--- src/rtl/fp_cmp_pipe.sv ---
// Two-stage pipelined IEEE-754 comparator and min/max unit.
// Stage 1 registers operands plus their classification, stage 2 registers
// the compare flags, the min/max result and the invalid exception.
module fp_cmp_pipe #(
  parameter  int EXP_W  = 11,
  parameter  int MANT_W = 52,
  localparam int W      = 1 + EXP_W + MANT_W
) (
  input  logic         clk,
  input  logic         rst_n,
  input  logic         in_valid,
  output logic         in_ready,
  input  logic [W-1:0] a,
  input  logic [W-1:0] b,
  input  logic [1:0]   op,
  output logic         out_valid,
  input  logic         out_ready,
  output logic         lt,
  output logic         eq,
  output logic         gt,
  output logic         unord,
  output logic [W-1:0] res,
  output logic         invalid,
  output logic         sticky_invalid,
  input  logic         flag_clr
);

  localparam logic [1:0] OP_MIN   = 2'b01;
  localparam logic [1:0] OP_MAX   = 2'b10;
  localparam logic [1:0] OP_CMP_S = 2'b11;

  localparam logic [W-1:0] CANON_QNAN = {1'b0, {EXP_W{1'b1}}, 1'b1, {(MANT_W-1){1'b0}}};

  // operand classification, evaluated on the raw inputs
  logic a_nan, b_nan, a_snan, b_snan, a_zero, b_zero, mag_gt, mag_eq;

  assign a_nan  = (&a[W-2:MANT_W]) && (|a[MANT_W-1:0]);
  assign b_nan  = (&b[W-2:MANT_W]) && (|b[MANT_W-1:0]);
  assign a_snan = a_nan && !a[MANT_W-1];
  assign b_snan = b_nan && !b[MANT_W-1];
  assign a_zero = ~|a[W-2:0];
  assign b_zero = ~|b[W-2:0];
  // subnormals need no special case: the biased exponent/mantissa bits
  // order monotonically with magnitude
  assign mag_gt = a[W-2:0] > b[W-2:0];
  assign mag_eq = a[W-2:0] == b[W-2:0];

  logic         s1_valid, s2_valid;
  logic [W-1:0] s1_a, s1_b;
  logic [1:0]   s1_op;
  logic         s1_a_nan, s1_b_nan, s1_a_snan, s1_b_snan;
  logic         s1_a_zero, s1_b_zero, s1_mag_gt, s1_mag_eq;
  logic         adv1, adv2;

  // a stage may load when it is empty or its contents move on this cycle
  assign adv2     = !s2_valid || out_ready;
  assign adv1     = !s1_valid || adv2;
  assign in_ready = adv1;

  // stage 1: operand and classification capture
  always_ff @(posedge clk or negedge rst_n) begin
    if (!rst_n) begin
      s1_valid  <= 1'b0;
      s1_a      <= '0;
      s1_b      <= '0;
      s1_op     <= 2'b00;
      s1_a_nan  <= 1'b0;
      s1_b_nan  <= 1'b0;
      s1_a_snan <= 1'b0;
      s1_b_snan <= 1'b0;
      s1_a_zero <= 1'b0;
      s1_b_zero <= 1'b0;
      s1_mag_gt <= 1'b0;
      s1_mag_eq <= 1'b0;
    end else if (adv1) begin
      s1_valid <= in_valid;
      if (in_valid) begin
        s1_a      <= a;
        s1_b      <= b;
        s1_op     <= op;
        s1_a_nan  <= a_nan;
        s1_b_nan  <= b_nan;
        s1_a_snan <= a_snan;
        s1_b_snan <= b_snan;
        s1_a_zero <= a_zero;
        s1_b_zero <= b_zero;
        s1_mag_gt <= mag_gt;
        s1_mag_eq <= mag_eq;
      end
    end
  end

  logic         c_lt, c_eq, c_gt, c_unord, c_invalid;
  logic [W-1:0] c_res;
  logic         a_sign, b_sign;

  assign a_sign = s1_a[W-1];
  assign b_sign = s1_b[W-1];

  // compare flags, invalid detection and min/max selection from stage 1
  always_comb begin
    c_lt      = 1'b0;
    c_eq      = 1'b0;
    c_gt      = 1'b0;
    c_unord   = 1'b0;
    c_invalid = 1'b0;
    c_res     = '0;

    if (s1_a_nan || s1_b_nan) begin
      c_unord = 1'b1;
    end else if (s1_a_zero && s1_b_zero) begin
      c_eq = 1'b1;
    end else if (a_sign != b_sign) begin
      c_lt = a_sign;
      c_gt = b_sign;
    end else if (s1_mag_eq) begin
      c_eq = 1'b1;
    end else begin
      c_gt = s1_mag_gt ^ a_sign;
      c_lt = !(s1_mag_gt ^ a_sign);
    end

    c_invalid = s1_a_snan || s1_b_snan || ((s1_op == OP_CMP_S) && c_unord);

    if (s1_op == OP_MIN || s1_op == OP_MAX) begin
      if (s1_a_snan || s1_b_snan || (s1_a_nan && s1_b_nan)) begin
        c_res = CANON_QNAN;
      end else if (s1_a_nan) begin
        c_res = s1_b;
      end else if (s1_b_nan) begin
        c_res = s1_a;
      end else if (s1_a_zero && s1_b_zero) begin
        // signed zeros: MIN leans negative, MAX leans positive
        c_res = {(s1_op == OP_MIN) ? (a_sign || b_sign) : (a_sign && b_sign), {(W-1){1'b0}}};
      end else if (c_eq) begin
        c_res = s1_a;
      end else if (s1_op == OP_MIN) begin
        c_res = c_lt ? s1_a : s1_b;
      end else begin
        c_res = c_gt ? s1_a : s1_b;
      end
    end
  end

  // stage 2: result register, held while the consumer stalls
  always_ff @(posedge clk or negedge rst_n) begin
    if (!rst_n) begin
      s2_valid <= 1'b0;
      lt       <= 1'b0;
      eq       <= 1'b0;
      gt       <= 1'b0;
      unord    <= 1'b0;
      invalid  <= 1'b0;
      res      <= '0;
    end else if (adv2) begin
      s2_valid <= s1_valid;
      if (s1_valid) begin
        lt      <= c_lt;
        eq      <= c_eq;
        gt      <= c_gt;
        unord   <= c_unord;
        invalid <= c_invalid;
        res     <= c_res;
      end
    end
  end

  assign out_valid = s2_valid;

  // sticky exception flag; a delivered invalid result beats a clear
  always_ff @(posedge clk or negedge rst_n) begin
    if (!rst_n) begin
      sticky_invalid <= 1'b0;
    end else if (s2_valid && out_ready && invalid) begin
      sticky_invalid <= 1'b1;
    end else if (flag_clr) begin
      sticky_invalid <= 1'b0;
    end
  end

endmodule
--- config.mk ---
export PLATFORM = sky130hd
export DESIGN_NAME = fp_cmp_pipe
export DESIGN_NICKNAME = d
export VERILOG_FILES = /design/src/rtl/fp_cmp_pipe.sv
export SDC_FILE = /design/constraint.sdc
export NUM_CORES = 1
export LEC_CHECK = 0
export CORE_MARGIN = 2
export CORE_UTILIZATION = 57
export CTS_CLUSTER_DIAMETER = 80
export DETAILED_ROUTE_END_ITERATION = 10
export GPL_TIMING_DRIVEN = 0
export PLACE_DENSITY = 0.95
export REMOVE_ABC_BUFFERS = 1
export SLEW_MARGIN = 0
export SYNTH_ARGS = -nofsm -noshare
export SYNTH_HDL_FRONTEND = slang
export SYNTH_SLANG_ARGS = --single-unit
--- constraint.sdc ---
create_clock -name clk -period 3.7 [get_ports clk]
set_input_delay 0.555 -clock clk [delete_from_list [all_inputs] [get_ports clk]]
set_output_delay 0.555 -clock clk [all_outputs]
set_load 0.1 [all_outputs]
==> run summary, run 1 <==
fresh numbers from the pnr run: outcome=completed, n_diodes=0, leakage power=0.00615 uW, CP Max Fanout=21, Max Fclk=287 MHz, worst min path class=in2async, Flops=210, Top cells by area=dfrtp_1, ha_1, mux2_2, EDFF count, synth=0, R2R Path End=res[54], Comb/total area=36.3%, hold_ws=0.0429 ns, Worst Setup End Kind=register, number of clock sinks=210, signal buffers share of area=16.7%, Net Sw Frac=42.3%, post-cts resize count=0, Final period util=94.1%, Biggest Area Class=sequential cells, ANT nets after route=0, vias in the first global route=10153, Placer Congestion=0.903, chip area=20200 sq um, clock tree buffer depth=3, Clk pin slew, worst setup/hold paths=0.06 ns, part of the power in registers=33.2%, # port buffers=206, top_reg_cell synth=dfrtp_1, Seq cells post-synth=210, FF-to-FF Start=s1_a[63], hold_buf cts=0, # rows=50
==> run 1: worst max-delay path, cell delays in order, from the launching register on <==
cell and delay (ns):
dfrtp_1 0.50, inv_1 0.15, ha_1 0.40, nor2_1 0.20
o22ai_1 0.20, o211ai_4 0.59, buf_16 0.24, buf_16 0.19
and2_2 0.45, mux2i_1 0.29, o21ai_1 0.10
==> run 1: cells in the mapped netlist (6+ instances only) <==
cell and count:
o22ai_1 54, dfrtp_1 210, a21oi_1 35, nor2_1 12
ha_1 67, a211oi_1 7, mux2_2 61, inv_1 73
a22oi_2 10, buf_6 6, nand4_1 24, o31ai_1 44
o21ai_0 87, o21ai_1 12, a22oi_1 42, mux2i_1 11
clkbuf_1 42, buf_2 8, nand2_1 159, nor4_1 34
nor3_1 9, o31ai_2 10, nand3_1 12
==> run 1: cells by family (layout without fill, tap and decap cells) <==
logic type | Yosys count | in the layout | synth area share [%]
buf+inv | 137 | 335 | 5.28
compound gates | 328 | 328 | 20.2
flops | 210 | 210 | 48.3
mux | 72 | 72 | 7.33
simple gates | 262 | 262 | 10.9
xor+xnor | 3 | 3 | 0.242
fa+ha+maj | 67 | 67 | 7.71
==> run 1: sequential cells by signal, summed over array words and instances (netlist names) <==
register	count
s1_b_nan	1
s1_a_nan	1
s1_op	2
eq	1
s1_a_snan	1
lt	1
s1_b_zero	1
res	64
invalid	1
unord	1
out_valid	1
s1_valid	1
sticky_invalid	1
s1_mag_gt	1
s1_b_snan	1
gt	1
s1_b	64
s1_mag_eq	1
s1_a_zero	1
s1_a	64
==> run 1: layer usage <==
| layer | routed length, um | GRT usage [%] | part of all wire, % | vias to the layer above |
|---|---|---|---|---|
| li1 | - | - | - | 4331 |
| met1 | 12700 | 41.8 | 38 | 4885 |
| met2 | 16100 | 54.4 | 48 | 655 |
| met3 | 2990 | 5.45 | 8.9 | 143 |
| met4 | 1720 | 18.2 | 5.1 | 0 |
| met5 | 0 | 0 | 0 | - |
==> run 1: worst max path at each step <==
stage,start,end,slack (ns),depth (start not counted)
floorplan,out_valid,s1_mag_gt,-1.27,5
global placement,rst_n,res[37],-6.56,1
detailed placement,s1_a[63],res[54],0.003,10
CTS,s1_a[63],res[54],0.02,10
global route,s1_a[63],res[54],0.11,10
finish,s1_a[63],res[54],0.22,10
==> run 1: power by group through the flow <==
stage,Combinational [uW],Sequential (uW),Clock (uW)
finish,3670,3020,2390
global route,3830,3060,2510
CTS,3650,3000,2390
detailed placement,3630,3040,0
global placement,3460,3010,0
floorplan,961,4520,0
==> run 1: through the flow <==
| stage | total power (uW) | instance area, sq um | cells | worst slack (ns) | TNS (ns) |
|---|---|---|---|---|---|
| 2_1_floorplan | 5480 | 10600 | 1016 | -1.27 | -125.08 |
| 3_3_place_gp | 6470 | 12900 | 1456 | -6.56 | -1664.33 |
| 3_5_place_dp | 6670 | 13300 | 1471 | 0.00347 | 0 |
| 4_1_cts | 9050 | 14000 | 1511 | 0.0222 | 0 |
| 5_1_grt | 9390 | 14000 | 1511 | 0.108 | 0 |
| 6_report | 9070 | 14000 | 1511 | 0.220 | 0 |
Fig. 1: run 1, wiring by layer
Scale bar: 50 um.
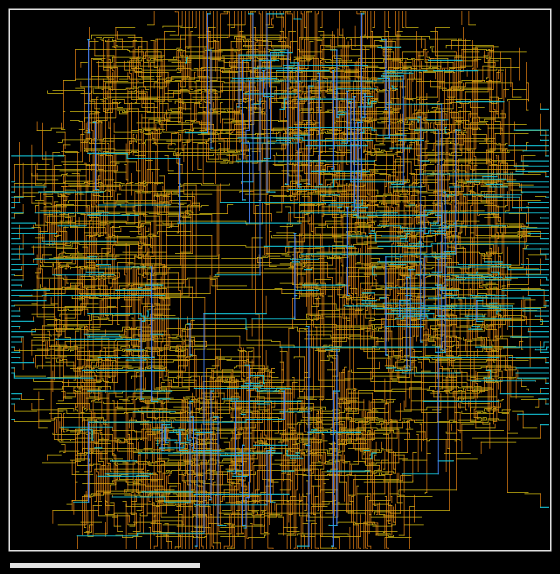
colour	layer	wire length
yellow	M1	12700 um
orange	M2	16100 um
blue	M4	1720 um
cyan	M3	2990 um

Fig. 2: run 1, routing congestion
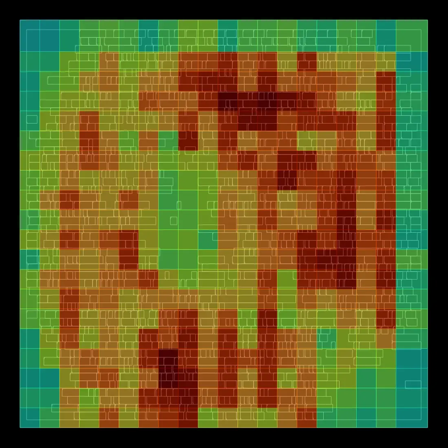
met2 usage: 54.4%
final core utilization: 75.0%
routing usage on met1: 41.8%
Avg WL per Cell: 22.2 um

Fig. 3: run 1, routed clock nets over the placement
Scale bar: 50 um.
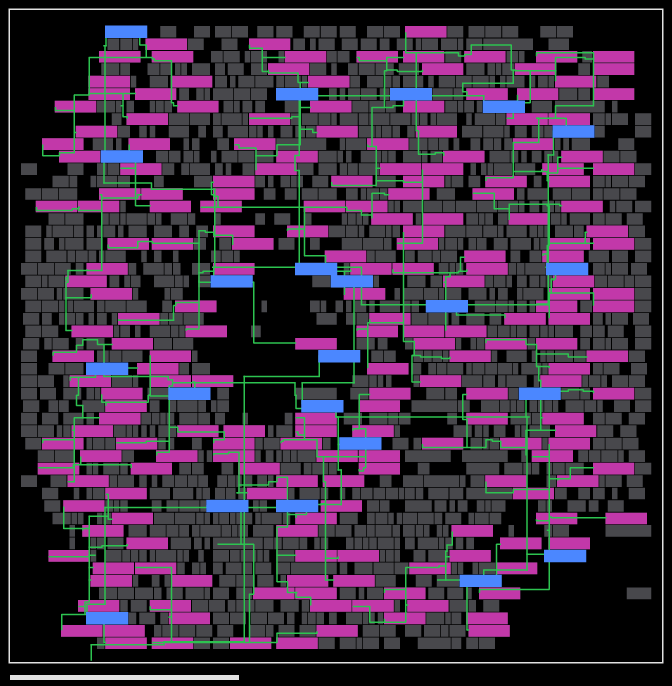
[magenta] flip-flops | count: 210
[green] clock wires | length: 2570 um
[blue] clock-net drivers | count: 22
flops lie	spread over the die
routed clock nets	23
Clk network pwr share: 26.3%
Clk power: 2390 uW

==> run 2, diff against run 1 <==
--- a/config.mk
+++ b/config.mk
@@ -6,11 +6,11 @@
 export NUM_CORES = 1
 export LEC_CHECK = 0
 export CORE_MARGIN = 2
-export CORE_UTILIZATION = 57
+export CORE_UTILIZATION = 53
 export CTS_CLUSTER_DIAMETER = 80
 export DETAILED_ROUTE_END_ITERATION = 10
 export GPL_TIMING_DRIVEN = 0
-export PLACE_DENSITY = 0.95
+export PLACE_DENSITY = 0.81
 export REMOVE_ABC_BUFFERS = 1
 export SLEW_MARGIN = 0
 export SYNTH_ARGS = -nofsm -noshare
==> constraint.sdc (replaced) <==
create_clock -name clk -period 3.95 [get_ports clk]
set_input_delay 0.5925 -clock clk [delete_from_list [all_inputs] [get_ports clk]]
set_output_delay 0.5925 -clock clk [all_outputs]
set_load 0.1 [all_outputs]
Fig. 4: run 2, power grid
Pins as bars on the die edge. Tap cells in grey.
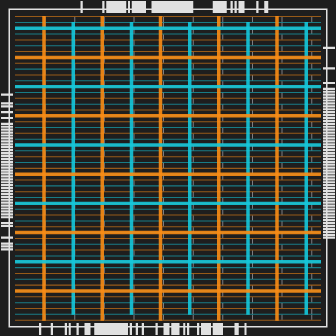
colour	net
orange	VSS
cyan	VDD
signal pins	207
rows	52
met4 straps	10
peak supply drop: 0.531 mV
Die Ht: 147 um
core area: 20200 sq um

Fig. 5: run 2, routed clock nets over the placement
Scale bar: 50 um.
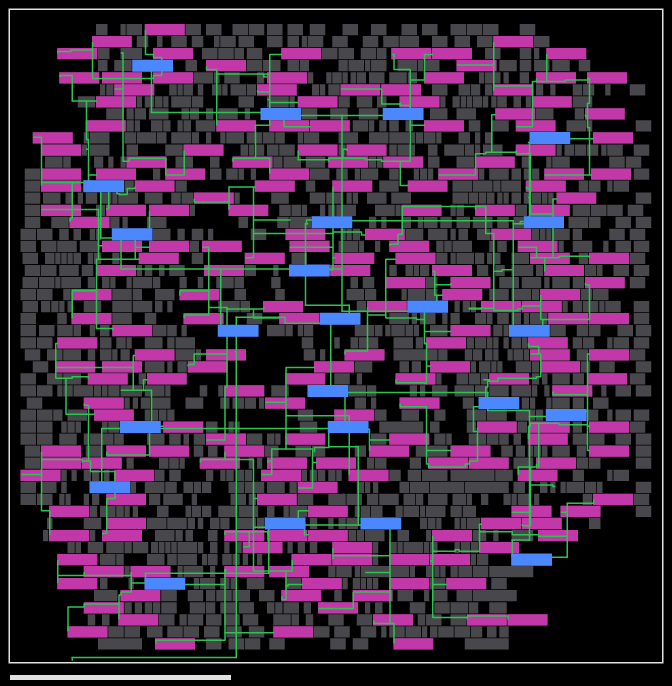
[blue] clock-net drivers | count: 23
[green] clock wires | length: 2680 um
[magenta] flip-flops | count: 210
flops lie	spread over the die
routed clock nets	24
Clk power: 2130 uW
skew final: 0.0152 ns
Clk network pwr share: 25.6%
Latency at later pin: 0.51 ns

==> run 2 against run 1 <==
Effect of this change:
- routed wire length fell by 6.1%
- die size rose by 7.3%
- power fell by 8.0%
==> run summary, run 2 <==
fresh numbers from the pnr run: outcome=completed, # port buffers=206 (unchanged), Net Sw Frac=42.4% (+0.070 points), Clk pin slew, worst setup/hold paths=0.06 ns (about the same), global route overflow=0, hold_buf cts=0 (unchanged), post-cts resize count=0 (unchanged), most numerous cell in the Yosys netlist=dfrtp_1, clock tree buffer depth=3 (unchanged), Max Fclk=278 MHz (-3.2%), Mapped Avg Cell Area=10.1 sq um, Avg WL per Cell=20.4 um (-8.2%), Worst Setup End Kind=register, total power=8340 uW (-8.0%), number of max-cap violations=0, Flop area=5260 sq um, final hold violation count=0, chip area=21700 sq um (+7.3%), setup violators final=0, setup total negative slack=0 ns (unchanged), top_reg_cell synth=dfrtp_1, EDFF count, synth=0 (unchanged), R2R Path End=res[58], vias in the first global route=9563 (-5.8%), n_diodes=0 (unchanged), number of clock sinks=210 (unchanged), most used logic cell in the final layout=dfrtp_1, leakage power=0.00615 uW (-0.12%), part of the power in registers=33.7% (+0.5 points), Placer Congestion=0.879 (-2.7%), slowest cell on the critical path=and2_1, Layout Nets=1464, Tool Warnings=29, cell count of the worst reg-to-reg path=10, Top cells by area=dfrtp_1, ha_1, mux2_2, Psw=3540 uW, biggest regs=res x64, s1_a x64, s1_b x64, Crit path required time=4.30 ns, CP Max Fanout=25 (+19%), CP cell instances=inv_1, ha_1, nor2_1, o22ai_1, o211ai_4, buf_16, buf_12, and2_1, mux2i_1, o21ai_0, Seq cells post-synth=210 (unchanged), Post-CTS Setup Inserts=0, Final period util=91.0% (-3.0 points), first-pass GRT wire length=50600 um, worst min path class=in2async, Max stage delay on crit path=0.64 ns (+0.05 ns), top post-synthesis cells by count=dfrtp_1, nand2_1, o21ai_0
Fig. 6: run 2, cells coloured by class
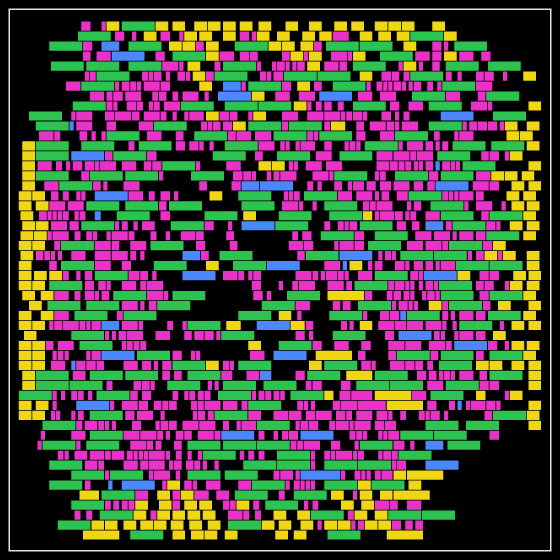
colour	class	cells	share of their area
green	sequential cells	210	38%
blue	clock drivers and dummy loads	40	5.4%
yellow	remaining buffers and delay cells	221	17%
magenta	remaining logic cells	806	39%
# rows: 52
Design Area, Final: 14100 sq um
final core utilization: 69.7%

run 2: power groups by stage:
stage | clock network [uW] | logic (uW) | registers, uW
after global placement | 0 | 3250 | 2830
after detailed placement | 0 | 3390 | 2840
final | 2130 | 3400 | 2810
after floorplan | 0 | 900 | 4240
after global routing | 2240 | 3560 | 2860
after CTS | 2150 | 3400 | 2810
run 2: metal layers:
| layer | vias to the layer above | part of all wire (%) | GRT usage, % |
|---|---|---|---|
| met5 | - | 0.035 | 0 |
| met4 | 2 | 3.0 | 10.0 |
| met3 | 67 | 7.2 | 4.57 |
| met2 | 393 | 49 | 49.0 |
| met1 | 4682 | 41 | 39.1 |
| li1 | 4327 | - | - |
run 2: worst max path at each step:
stage               startpoint         to
global placement         rst_n   s1_a[25]
global route          s1_a[63]    res[62]
CTS                   s1_a[63]    res[58]
detailed placement    s1_a[63]    res[58]
finish                s1_a[63]    res[58]
floorplan            out_valid  s1_mag_gt
run 2: kinds of logic (layout without fill, tap and decap cells):
kind of cell | Yosys count | in the layout | share of synthesized area (%)
AND-OR/OR-AND | 328 | 328 | 20.2
AND/OR/NAND/NOR | 262 | 262 | 10.9
flip-flops | 210 | 210 | 48.3
buffers and inverters | 137 | 335 | 5.28
multiplexers | 72 | 72 | 7.33
adder cells (fa/ha/maj) | 67 | 67 | 7.71
XOR/XNOR | 3 | 3 | 0.242
run 2: worst max-delay path: cells and delay by family, from the launching register on:
kind                     cells  cell delay (ns)
AND-OR/OR-AND                3             0.86
AND/OR/NAND/NOR              2             0.83
buffers and inverters        3             0.58
flip-flops                   1             0.48
adder cells (fa/ha/maj)      1             0.40
multiplexers                 1             0.26
run 2: layout make-up:
class	count	share of cell area, %
repair buffers	221	16.8
clock buffers	36	4.94
clock inverters	4	0.347
flip-flops and latches	210	37.4
inverters	74	1.98
well taps	270	2.40
multi-input cells	732	36.2
run 2: stage by stage:
stage,std cells,worst slack [ns],utilization [%],hold slack (ns),cell area (sq um)
after floorplan,1016,-1.02,-,0.297,10600
after detailed placement,1507,0.356,66.0,0.465,13300
after CTS,1547,0.332,69.7,0.129,14100
after global placement,1492,-6.53,64.3,0.459,13000
after global routing,1547,0.0901,69.7,0.159,14100
final,1547,0.355,69.7,0.0963,14100
==> run 3, diff against run 2 <==
--- a/config.mk
+++ b/config.mk
@@ -6,11 +6,11 @@
 export NUM_CORES = 1
 export LEC_CHECK = 0
 export CORE_MARGIN = 2
-export CORE_UTILIZATION = 53
+export CORE_UTILIZATION = 48
 export CTS_CLUSTER_DIAMETER = 80
 export DETAILED_ROUTE_END_ITERATION = 10
 export GPL_TIMING_DRIVEN = 0
-export PLACE_DENSITY = 0.81
+export PLACE_DENSITY = 0.78
 export REMOVE_ABC_BUFFERS = 1
 export SLEW_MARGIN = 0
 export SYNTH_ARGS = -nofsm -noshare
==> constraint.sdc (replaced) <==
create_clock -name clk -period 3.1 [get_ports clk]
set_input_delay 0.465 -clock clk [delete_from_list [all_inputs] [get_ports clk]]
set_output_delay 0.465 -clock clk [all_outputs]
set_load 0.1 [all_outputs]
Fig. 7: run 3, cells coloured by class
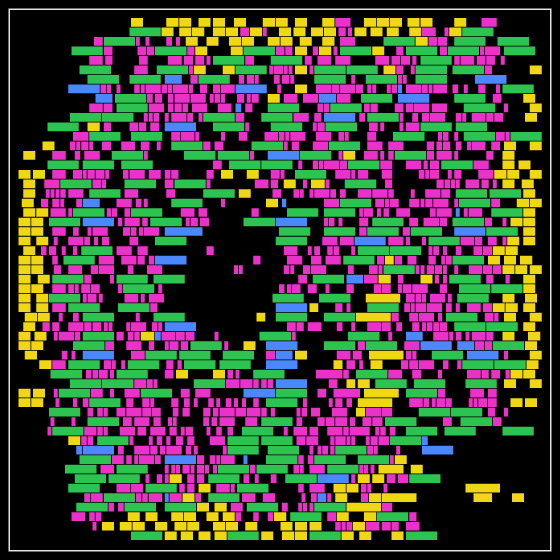
colour	class	cells	share of their area
magenta	remaining logic cells	806	39%
blue	clock drivers and dummy loads	44	5.9%
yellow	remaining buffers and delay cells	224	17%
green	sequential cells	210	38%
Design Area, Final: 14200 sq um
# rows: 55

Fig. 8: run 3, wiring by layer
Scale bar: 50 um.
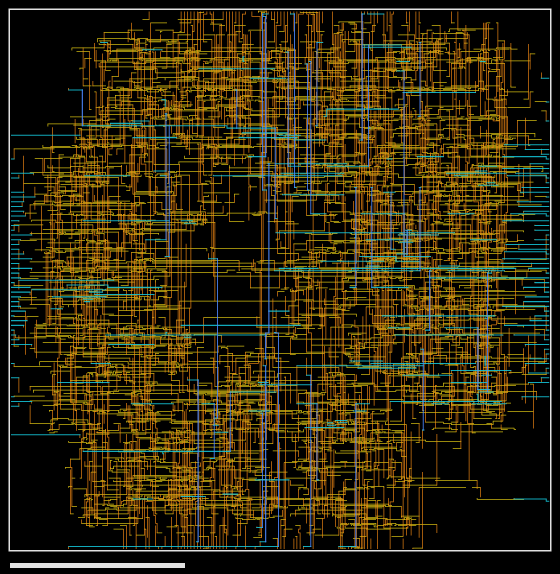
colour	layer	wire length
cyan	M3	2090 um
blue	M4	1170 um
yellow	M1	13800 um
orange	M2	15800 um
Final Routed Wirelength: 32800 um
gr usage total: 27.2%
vias: 9568

==> run 3 against run 2 <==
Effect of this change:
- non-clock buffer count increased by 3
- flip-flop count unchanged
- via count increased by 1.0%
- largest power group unchanged
- sequential power increased by 28%
- global-route usage decreased by 2.1 points
- utilization decreased by 6.5 points
- cell area increased by 0.85%
==> run summary, run 3 <==
fresh numbers from the pnr run: global route overflow=0 (unchanged), critical path launch point=s1_a[63], most numerous cell in the Yosys netlist=dfrtp_1, Final period util=93.5% (+2.5 points), outcome=completed, biggest regs=res x64, s1_a x64, s1_b x64, vias in the first global route=9775 (+2.2%), hold_ws=0.479 ns (+0.383 ns), PnR worst setup slack=0.200 ns (-0.154 ns), Crit path required time=3.46 ns (-0.84 ns), Max stage delay on crit path=0.49 ns (-0.15 ns), Mapped Avg Cell Area=10.1 sq um (unchanged), setup violators final=0 (unchanged), Clk pin slew, worst setup/hold paths=0.06 ns (about the same), cell count of the worst reg-to-reg path=9 (-1), Top cells by area=dfrtp_1, ha_1, mux2_2, CP cell instances=inv_1, ha_1, nor2_1, o22ai_1, o211ai_4, buf_16, and2_2, mux2i_1, o21ai_1, leakage power=0.00620 uW (+0.82%), CP Max Fanout=19 (-24%), slowest cell on the critical path=dfrtp_1, skew final=0.0113 ns (-0.00386 ns), worst min path class=reg2reg, EDFF count, synth=0 (unchanged), most used logic cell in the final layout=dfrtp_1, Latency at later pin=0.52 ns (about the same), Buf/Inv on CP=2 (-1), Seq cells post-synth=210 (unchanged), Placer Congestion=0.832 (-5.4%), Worst Setup End Kind=register, Max Fclk=345 MHz (+24%), Die Ht=154 um (+4.9%), top_reg_cell synth=dfrtp_1, final hold violation count=0 (unchanged)
Fig. 9: run 3, routing congestion
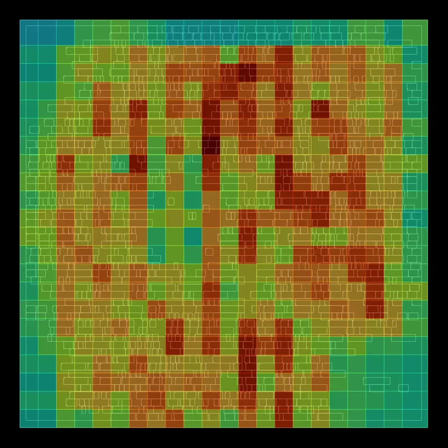
met2 usage: 46.0%
Avg WL per Cell: 20.9 um
final core utilization: 63.2%
GR Util met3: 3.73%

==> run 3: cell counts after synthesis <==
Identical to the previous run, type by type.
==> run 3: layer usage <==
metal / GRT usage [%] / part of all wire, %
met1: 35.6 / 42
met2: 46.0 / 48
met3: 3.73 / 6.4
met4: 10.4 / 3.6
met5: 0 / 0
==> run 3: through the flow <==
step                utilization [%]  cells  total power, uW  area [sq um]  TNS [ns]
floorplan                         -   1016             6550         10600   -245.08
global placement               57.9   1507             7760         13000  -1967.19
detailed placement             59.4   1522             7970         13300     -2.82
CTS                            63.1   1568            10900         14200         0
global route                   63.2   1569            11300         14200         0
finish                         63.2   1569            10800         14200         0
==> run 3: cells by family after synthesis <==
family / count (synthesis) / share of synthesized area (%)
AND-OR/OR-AND: 328 / 20.2
XOR/XNOR: 3 / 0.242
adder cells (fa/ha/maj): 67 / 7.71
buffers and inverters: 137 / 5.28
flip-flops: 210 / 48.3
multiplexers: 72 / 7.33
AND/OR/NAND/NOR: 262 / 10.9
==> run 3: power breakdown <==
| group | leakage [uW] | switching [uW] | internal (uW) |
|---|---|---|---|
| Sequential | 0.00262 | 352 | 3240 |
| Combinational | 0.00318 | 3090 | 1290 |
| Clock | 0.000401 | 1130 | 1750 |
==> run 3: timing repair <==
action | CTS | global route
pin swaps | 1 | 1
hold buffers | 1 | 0
endpoints found under the setup margin | 11 | 53
endpoints found under the hold margin | 3 | 0
resized | 1 | 2
setup buffers | 1 | 1
==> run 3: worst max path at each step <==
stage               cells past startpoint        end  slack (ns)
finish                                  9    res[52]        0.20
global route                            9    res[60]        0.03
CTS                                     7    res[12]        0.02
detailed placement                      9    res[58]       -0.28
global placement                        1   s1_a[37]       -7.36
floorplan                               5  s1_mag_gt       -1.87
==> run 3: layout make-up <==
| class | count | area [sq um] | area share, % |
|---|---|---|---|
| flip-flops and latches | 210 | 5260 | 37.1 |
| multi-input cells | 732 | 5100 | 35.9 |
| clock inverters | 6 | 57.6 | 0.406 |
| well taps | 285 | 357 | 2.51 |
| inverters | 74 | 278 | 1.96 |
| repair buffers | 224 | 2380 | 16.8 |
| clock buffers | 38 | 754 | 5.32 |
==> run 3: tightest hold or removal path, cell delays in order, from the launching register on <==
cell	delay, ns
dfrtp_1	0.34
nand2_1	0.06
nand2_1	0.06
Power and IR drop assume default switching activity.
